[src/rtl/serial_add_seq.sv]
`timescale 1ns/1ps
// serial_add_seq: WIDTH-bit adder that time-multiplexes an external 2-bit ripple adder.
// Latency: out_valid rises WIDTH/2 cycles after the accepting edge.
// Backpressure: one operation in flight; in_ready low until the held result is taken.
//
// Ports:
//   clk, rst_n              clock, asynchronous active-low reset
//   in_valid/in_ready       operand handshake; in_a, in_b, in_cin are the operands
//   slice_a/b/cin (out)     current 2-bit slice sent to the external adder
//   slice_s/cout (in)       combinational result returned by the external adder
//   out_valid/out_ready     result handshake; out_sum, out_cout, out_ovf held while valid
//
// Optional feature: define SERIAL_ADD_OVF_EN to compute the two's-complement
// overflow flag; without it out_ovf is tied to 0.
// WIDTH must be even and at least 2.

module serial_add_seq #(
    parameter int WIDTH = 8
) (
    input  logic             clk,
    input  logic             rst_n,
    input  logic             in_valid,
    output logic             in_ready,
    input  logic [WIDTH-1:0] in_a,
    input  logic [WIDTH-1:0] in_b,
    input  logic             in_cin,
    output logic [1:0]       slice_a,
    output logic [1:0]       slice_b,
    output logic             slice_cin,
    input  logic [1:0]       slice_s,
    input  logic             slice_cout,
    output logic             out_valid,
    input  logic             out_ready,
    output logic [WIDTH-1:0] out_sum,
    output logic             out_cout,
    output logic             out_ovf
);

    localparam int HALF = WIDTH / 2;
    // Counter must be at least one bit wide even when WIDTH == 2.
    localparam int CW = (HALF > 1) ? $clog2(HALF) : 1;
    localparam logic [CW-1:0] LAST = CW'(HALF - 1);

    typedef enum logic [1:0] {
        IDLE = 2'd0,
        RUN  = 2'd1,
        DONE = 2'd2
    } state_t;

    state_t           r_state;
    state_t           w_state_nxt;
    logic [WIDTH-1:0] r_a;
    logic [WIDTH-1:0] r_b;
    logic [WIDTH-1:0] r_sum;
    logic             r_carry;
    logic [CW-1:0]    r_cnt;

    logic             w_accept;
    logic             w_run;
    logic             w_last;
    logic [WIDTH+1:0] w_sum_cat;

    assign w_accept  = (r_state == IDLE) && in_valid;
    assign w_run     = (r_state == RUN);
    assign w_last    = w_run && (r_cnt == LAST);
    // New slice enters at the top; LSB slices migrate down as later ones arrive.
    assign w_sum_cat = {slice_s, r_sum};

    // ---------------- FSM: state register ----------------
    always_ff @(posedge clk or negedge rst_n) begin
        if (!rst_n) begin
            r_state <= IDLE;
        end else begin
            r_state <= w_state_nxt;
        end
    end

    // ---------------- FSM: next-state logic ----------------
    always_comb begin
        w_state_nxt = r_state;
        case (r_state)
            IDLE:    if (in_valid)  w_state_nxt = RUN;
            RUN:     if (w_last)    w_state_nxt = DONE;
            DONE:    if (out_ready) w_state_nxt = IDLE;
            default:                w_state_nxt = IDLE;
        endcase
    end

    // ---------------- FSM: outputs ----------------
    always_comb begin
        in_ready  = 1'b0;
        out_valid = 1'b0;
        slice_a   = 2'b00;
        slice_b   = 2'b00;
        slice_cin = 1'b0;
        out_cout  = 1'b0;
        case (r_state)
            IDLE: begin
                in_ready = 1'b1;
            end
            RUN: begin
                slice_a   = r_a[1:0];
                slice_b   = r_b[1:0];
                slice_cin = r_carry;
            end
            DONE: begin
                out_valid = 1'b1;
                // After the last slice the carry register holds the final carry-out.
                out_cout  = r_carry;
            end
            default: begin
                in_ready = 1'b0;
            end
        endcase
    end

    // ---------------- Datapath ----------------
    always_ff @(posedge clk or negedge rst_n) begin
        if (!rst_n) begin
            r_a     <= '0;
            r_b     <= '0;
            r_sum   <= '0;
            r_carry <= 1'b0;
            r_cnt   <= '0;
        end else if (w_accept) begin
            r_a     <= in_a;
            r_b     <= in_b;
            r_carry <= in_cin;
            r_cnt   <= '0;
        end else if (w_run) begin
            r_a     <= r_a >> 2;
            r_b     <= r_b >> 2;
            r_sum   <= w_sum_cat[WIDTH+1:2];
            r_carry <= slice_cout;
            r_cnt   <= r_cnt + CW'(1);
        end
    end

    assign out_sum = r_sum;

`ifdef SERIAL_ADD_OVF_EN
    logic r_ovf;

    // Overflow = carry into the MSB xor carry out of the MSB. The carry into
    // the MSB is recovered from the top slice as a[1]^b[1]^s[1].
    always_ff @(posedge clk or negedge rst_n) begin
        if (!rst_n) begin
            r_ovf <= 1'b0;
        end else if (w_last) begin
            r_ovf <= slice_a[1] ^ slice_b[1] ^ slice_s[1] ^ slice_cout;
        end
    end

    assign out_ovf = r_ovf;
`else
    assign out_ovf = 1'b0;
`endif

endmodule

[config.mk]
export PLATFORM = sky130hd
export DESIGN_NAME = serial_add_seq
export DESIGN_NICKNAME = d
export VERILOG_FILES = /design/src/rtl/serial_add_seq.sv
export SDC_FILE = /design/constraint.sdc
export NUM_CORES = 1
export LEC_CHECK = 0
export CORE_ASPECT_RATIO = 0.9
export CORE_MARGIN = 2
export CORE_UTILIZATION = 52
export CTS_BUF_LIST = sky130_fd_sc_hd__clkbuf_8
export DETAILED_ROUTE_END_ITERATION = 7
export PLACE_DENSITY = 0.86
export SYNTH_ARGS = -nofsm -noshare
export SYNTH_HDL_FRONTEND = slang
export SYNTH_SLANG_ARGS = --single-unit
[constraint.sdc]
create_clock -name clk -period 2.25 [get_ports clk]
set_input_delay 0.3375 -clock clk [delete_from_list [all_inputs] [get_ports clk]]
set_output_delay 0.3375 -clock clk [all_outputs]
set_load 0.02 [all_outputs]
==> summary.txt, run 1 <==
Latest figures from synthesis and place and route.

The run finished, with violations left. The final reports fail on design-rule violations. Per the placement log, port buffering inserted 39 buffers. Before any placement, the netlist area is recorded as 1410 um2. The worst hold margin is 429 ps. Before placement the cells fill 56.3% of the core. The category of the worst setup path launch point is a flop. The final tally of max-slew violations is 0. By startpoint and endpoint, the worst setup path is classified as flop to output pin. According to the floorplan log, the row count is 17.

The synthesized area per cell is 12.6 um2. For the pin with the worst max-slew slack, the measured transition is 562 ps. The kind of end point of the critical path is an output pin.

The normalized max-slew margin is 62.4%. The first routing iteration left 36 violations. The largest net degree at the start of global routing is 30. The iteration tally of the first detailed-router pass is 6.

The number of H-tree branching levels is 2. The upper clock frequency limit is 460 MHz. The layout summary lists the proportion of cells stronger than drive strength 1 as 22.2%. The warning total across the stage logs is 26.

In the Yosys report, the sequential cells make up 51.4% of the chip area. In this run the layout overhead on the synthesized area is reported as 35.4%. The total power per unit cell area is 1520 nW/um2.

The post-CTS hold buffer count recorded in the log is 0. The worst-case clock buffer depth is 2. Yosys attributes the largest share of cell area to dfrtp_1 51%, o221a_2 10%, or4b_1 9.2%.

Together, buffers and inverters on the worst path number 1. For reference, the final report shows the hold violation count at 0. The number of CTS-inserted buffers is 5. Per the OpenROAD floorplan log, the area of the die is 3150 um2. The slowest cell on the critical path is clkdlybuf4s50_1. The tally of unique sky130hd cells used after synthesis is 25. Global routing finished with a remaining overflow of 0. The final-layout setup total negative slack is 0 ps. The setup clock skew after layout is 7.38 ps. The width of the die is 58.9 um. The cell type that accounts for the most area after synthesis is dfrtp_1. Clock-pin slew was measured on the worst setup and hold paths at 60 ps. In the routed design, unresolved DRC markers number 2. The leakage power total is 0.784 nW.

The maximum cell stage delay along the critical path is 600 ps. The vertical die size is 53.4 um. The fraction of the cycle the final worst path needs is 96.6%.
## run 1: power by group
part           switching [mW]  internal [mW]  leakage (nW)
registers               0.178          0.786         0.345
logic                   0.639          0.764         0.376
clock network           0.191          0.356        0.0626
## run 1: area by class of cell
type	count	area, um2
Fill cell	176	597
Timing Repair Buffer	44	428
Clock buffer	6	82.6
Clock inverter	2	33.8
Multi-Input combinational cell	66	584
Inverter	6	22.5
Sequential cell	29	727
Tap cell	28	35.0
## run 1: stage by stage
step                setup slack, ps  instance area [um2]  util, %  power, mW
floorplan                       669                 1410        -       1.90
global placement                392                 1800     71.5       2.31
detailed placement              340                 1800     71.5       2.37
CTS                            61.0                 1910     76.2       2.93
global route                   8.82                 1910     76.2       3.09
finish                         77.5                 1910     76.2       2.91
## run 1: cells by family (layout without fill, tap and decap cells)
kind of cell             count (synthesis)  after routing  synth area share (%)
flip-flops                              29             29                  51.4
buffers and inverters                   17             58                  7.26
other                                    1              1                 0.265
AND/OR/NAND/NOR                         34             34                  18.0
multiplexers                             9              9                  7.09
adder cells (fa/ha/maj)                  1              1                 0.886
AND-OR/OR-AND                           21             21                  15.1
## run 1: timing repair
action | CTS | global route
gates resized | 0 | 1
buffers inserted | 0 | 0
setup endpoints to repair | 0 | 5
## run 1: per-layer routing
layer  share of wire [%]  track usage, %  vias to the layer above
met2                  48            35.4                       39
met5                   0               0                        -
met1                  43            25.7                      531
met3                 4.9            5.87                       12
li1                    -               -                      501
met4                 3.3            14.0                        0
## run 1: worst reg2reg max path, stage by stage, from the launching register on
cell and delay (ps):
dfrtp_1 460, buf_4 260, nand2b_1 350, buf_4 260, mux2_2 350
## run 1: Yosys cell counts
cell / count
nand2_1: 4
buf_4: 3
ha_1: 1
o2bb2ai_1: 1
mux2_1: 2
o21ba_2: 1
dfrtp_1: 29
buf_6: 3
inv_1: 6
or2_2: 1
buf_2: 4
or4b_1: 13
and2_1: 6
clkbuf_1: 1
nor2b_1: 2
o221ai_1: 4
mux2_2: 6
o221a_2: 13
nor2_1: 1
nand3b_1: 4
mux2i_1: 1
a22o_1: 1
a21oi_1: 1
nand2b_1: 3
conb_1: 1
## run 1: registers in the layout, indices dropped and copies added, names as in the netlist
name     count
r_carry      1
out_sum      8
r_a          8
r_b          8
r_cnt        2
r_state      2
## run 1: cell usage in the layout (no fill, tap or decap), types with 2 or more instances in the layout
cell,n
o221a_2,13
clkdlybuf4s50_1,39
and2_1,6
buf_4,5
mux2_2,6
nand2b_1,3
nand2_1,4
nand3b_1,4
or4b_1,13
nor2b_1,2
clkbuf_8,6
mux2_1,2
o221ai_1,4
inv_1,7
dfrtp_1,28
## run 1: path summary, 6_finish.rpt
kind                             from         end  slack [ps]  cells after the start
max                        r_state[1]    out_cout          80                      3
min reg2reg                  r_cnt[0]    r_cnt[0]         490                      1
min                             rst_n  out_sum[7]         430                      2
max reg2reg                r_state[1]  out_sum[0]         450                      4
min in group clk             r_cnt[0]    r_cnt[0]         490                      1
max in group asynchronous       rst_n  r_state[0]        1530                      2
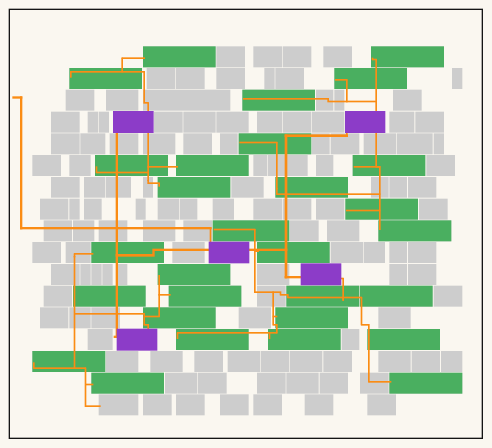
(run_1/clock_wires.png)
Scale: 8 px per um.
Orange marks clock wires, length 355 um. Purple marks clock-net drivers, count 5. Green marks flip-flops, count 29.
There are 6 routed clock nets.

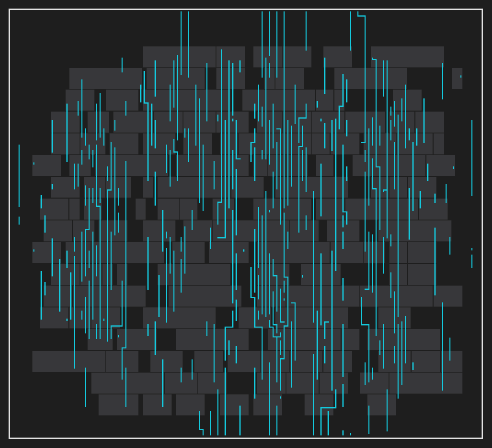
(run_1/m2.png)
Scale: 8 px per um. Cells faint in the background.
160 nets have wire on it. The wires run mostly vertical. The layer holds 48% of the routed length.
Vias: 1,083
GR Util met2: 35.4%

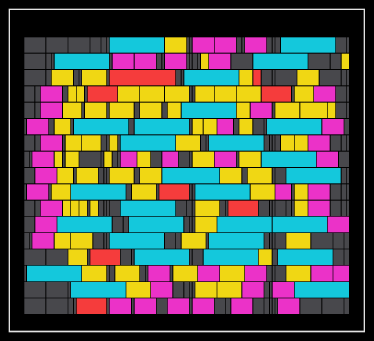
(run_1/class_map.png)
Scale: 6 px per um. Fill, decap, tap and diode cells in gray.
Magenta marks remaining buffers and delay cells, cells 44, share of their area 23%. Red marks clock drivers and dummy loads, cells 8, share of their area 6.2%. Yellow marks remaining logic cells, cells 72, share of their area 32%. Cyan marks sequential cells, cells 29, share of their area 39%.

==> run 1 -> run 2 <==
--- a/config.mk
+++ b/config.mk
@@ -5,6 +5,7 @@
 export SDC_FILE = /design/constraint.sdc
 export NUM_CORES = 1
 export LEC_CHECK = 0
+export ABC_CLOCK_PERIOD_IN_PS = 2250
 export CORE_ASPECT_RATIO = 0.9
 export CORE_MARGIN = 2
 export CORE_UTILIZATION = 52
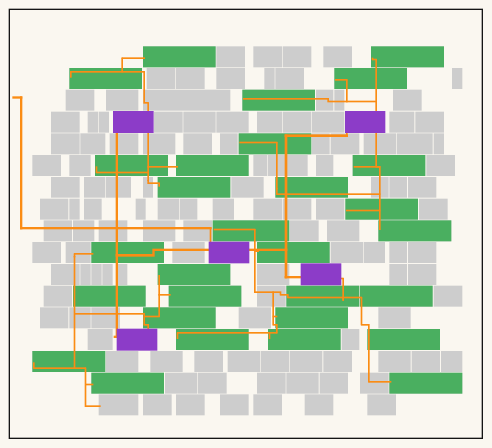
(run_2/clock_wires.png)
Scale: 8 px per um.
Purple marks clock-net drivers, count 5. Orange marks clock wires, length 355 um. Green marks flip-flops, count 29.
There are 6 routed clock nets.

==> run 2 against run 1 <==
  * The flow still finishes with violations (design-rule violations)
  * Via count is the same
  * Critical path depth unchanged
  * Combinational power about the same
  * Cell count unchanged
  * Clock power about the same
  * Utilization is the same
  * Setup slack unchanged
==> summary.txt, run 2 <==
Latest figures from synthesis and place and route.

The run finished, with violations left. The final reports fail on design-rule violations. After layout, the setup clock skew is reported as 7.38 ps. In this run, post-CTS hold repair placed 0 buffers. The critical path's slowest stage uses the library cell clkdlybuf4s50_1. The detailed router placed 1,083 vias in this run.

Per the GRT log, the top usage layer is met2. The mapped cell area is 1410 um2. The share of synthesized area occupied by flip-flops and latches is 51.4%. The detailed router finished its first iteration with 36 violations. The count of buffering cells on the critical path with inverters included is 1.

STA classifies the critical path endpoint as an output pin. The endpoint identified for the worst register-to-register timing path is out_sum[0]. Per the GRT congestion report, total overflow comes to 0. The proportion of layout cells with a drive suffix above 1 is 22.2%.

TritonRoute reported its final design rule violation total as 2. For this configuration, the core starts out at a cell density of 56.3%. After routing, the total negative slack on setup checks comes to 0 ps. For this run, the slowest stage of the critical path takes 600 ps. The post-synthesis cell type with the largest instance count is dfrtp_1. The report lists the number of standard-cell rows as 17. The worst-margin pin slew is 562 ps.

Endpoints failing hold in the final report were tallied at 0. The launch point of the worst reg-to-reg path is r_state[1]. The met1 usage is 25.7%. The synthesis report gives the async set-or-reset register share as 100%. The number of CTS-inserted buffers is 5. The number of fillers in the final layout is 176. The logic depth of the worst register-to-register path is 4. In this build the clock could be raised as far as 460 MHz. The synthesized area per cell is 12.6 um2.

The final timing report lists a max-slew violation count of 0. Global routing used 35.4% of the available met2 tracks. Entering global routing, the biggest net connects 30 pins.
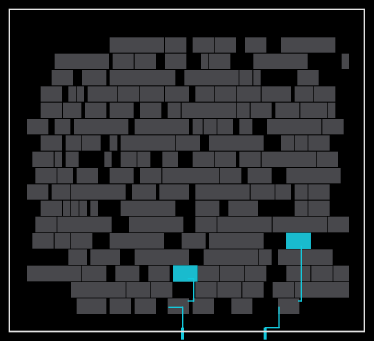
(run_2/port_trees.png)
Scale: 6 px per um.
Cyan marks `slice_s`, bits 2, direction input, edge south, end cells 2, buffers 2, wire 27.0 um.

-- run 2: cell counts in the layout (fill, tap and decap cells not counted) --
No cell type changed its count.
-- run 2: cell type report --
type,count,area (um2),area share [%]
clock buffers,6,82.6,4.32
flip-flops and latches,29,727,38.0
multi-input cells,66,584,30.5
well taps,28,35.0,1.83
repair buffers,44,428,22.4
inverters,6,22.5,1.18
clock inverters,2,33.8,1.77
-- run 2: worst max-delay path by stage --
| stage | from | to | slack (ps) |
|---|---|---|---|
| after floorplan | r_state[0] | out_cout | 670 |
| after global placement | in_valid | r_a[3] | 390 |
| after detailed placement | in_valid | r_a[5] | 340 |
| after CTS | r_state[0] | slice_b[1] | 60 |
| after global routing | r_state[1] | slice_b[0] | 9 |
| final | r_state[1] | out_cout | 80 |
-- run 2: logic make-up (layout without fill, tap and decap cells) --
family	Yosys count	count (layout)	share of synthesized area, %
adders and majority gates	1	1	0.886
muxes	9	9	7.09
AOI/OAI and AO/OA	21	21	15.1
and+or+nand+nor	34	34	18.0
other	1	1	0.265
DFF	29	29	51.4
buffers and inverters	17	58	7.26
-- run 2: through the flow --
stage                     hold slack [ps]  power [mW]  cell area (um2)  setup WS [ps]  std cells
after global routing                  465        3.09             1910           8.82        181
after global placement                466        2.31             1800            392        173
final                                 429        2.91             1910           77.5        181
after CTS                             441        2.93             1910           61.0        181
after floorplan                      41.9        1.90             1410            669        112
after detailed placement              489        2.37             1800            340        173
-- run 2: metal layers --
| metal | vias up | share of wire [%] |
|---|---|---|
| li1 | 501 | - |
| met1 | 531 | 43 |
| met2 | 39 | 48 |
| met3 | 12 | 4.9 |
| met4 | 0 | 3.3 |
| met5 | - | 0 |
-- run 2: power by group --
group / switching (mW) / internal [mW] / total, mW
registers: 0.178 / 0.786 / 0.964
clock network: 0.191 / 0.356 / 0.547
logic: 0.639 / 0.764 / 1.40
Power figures rest on the tool's default switching activity, not on a simulated workload.
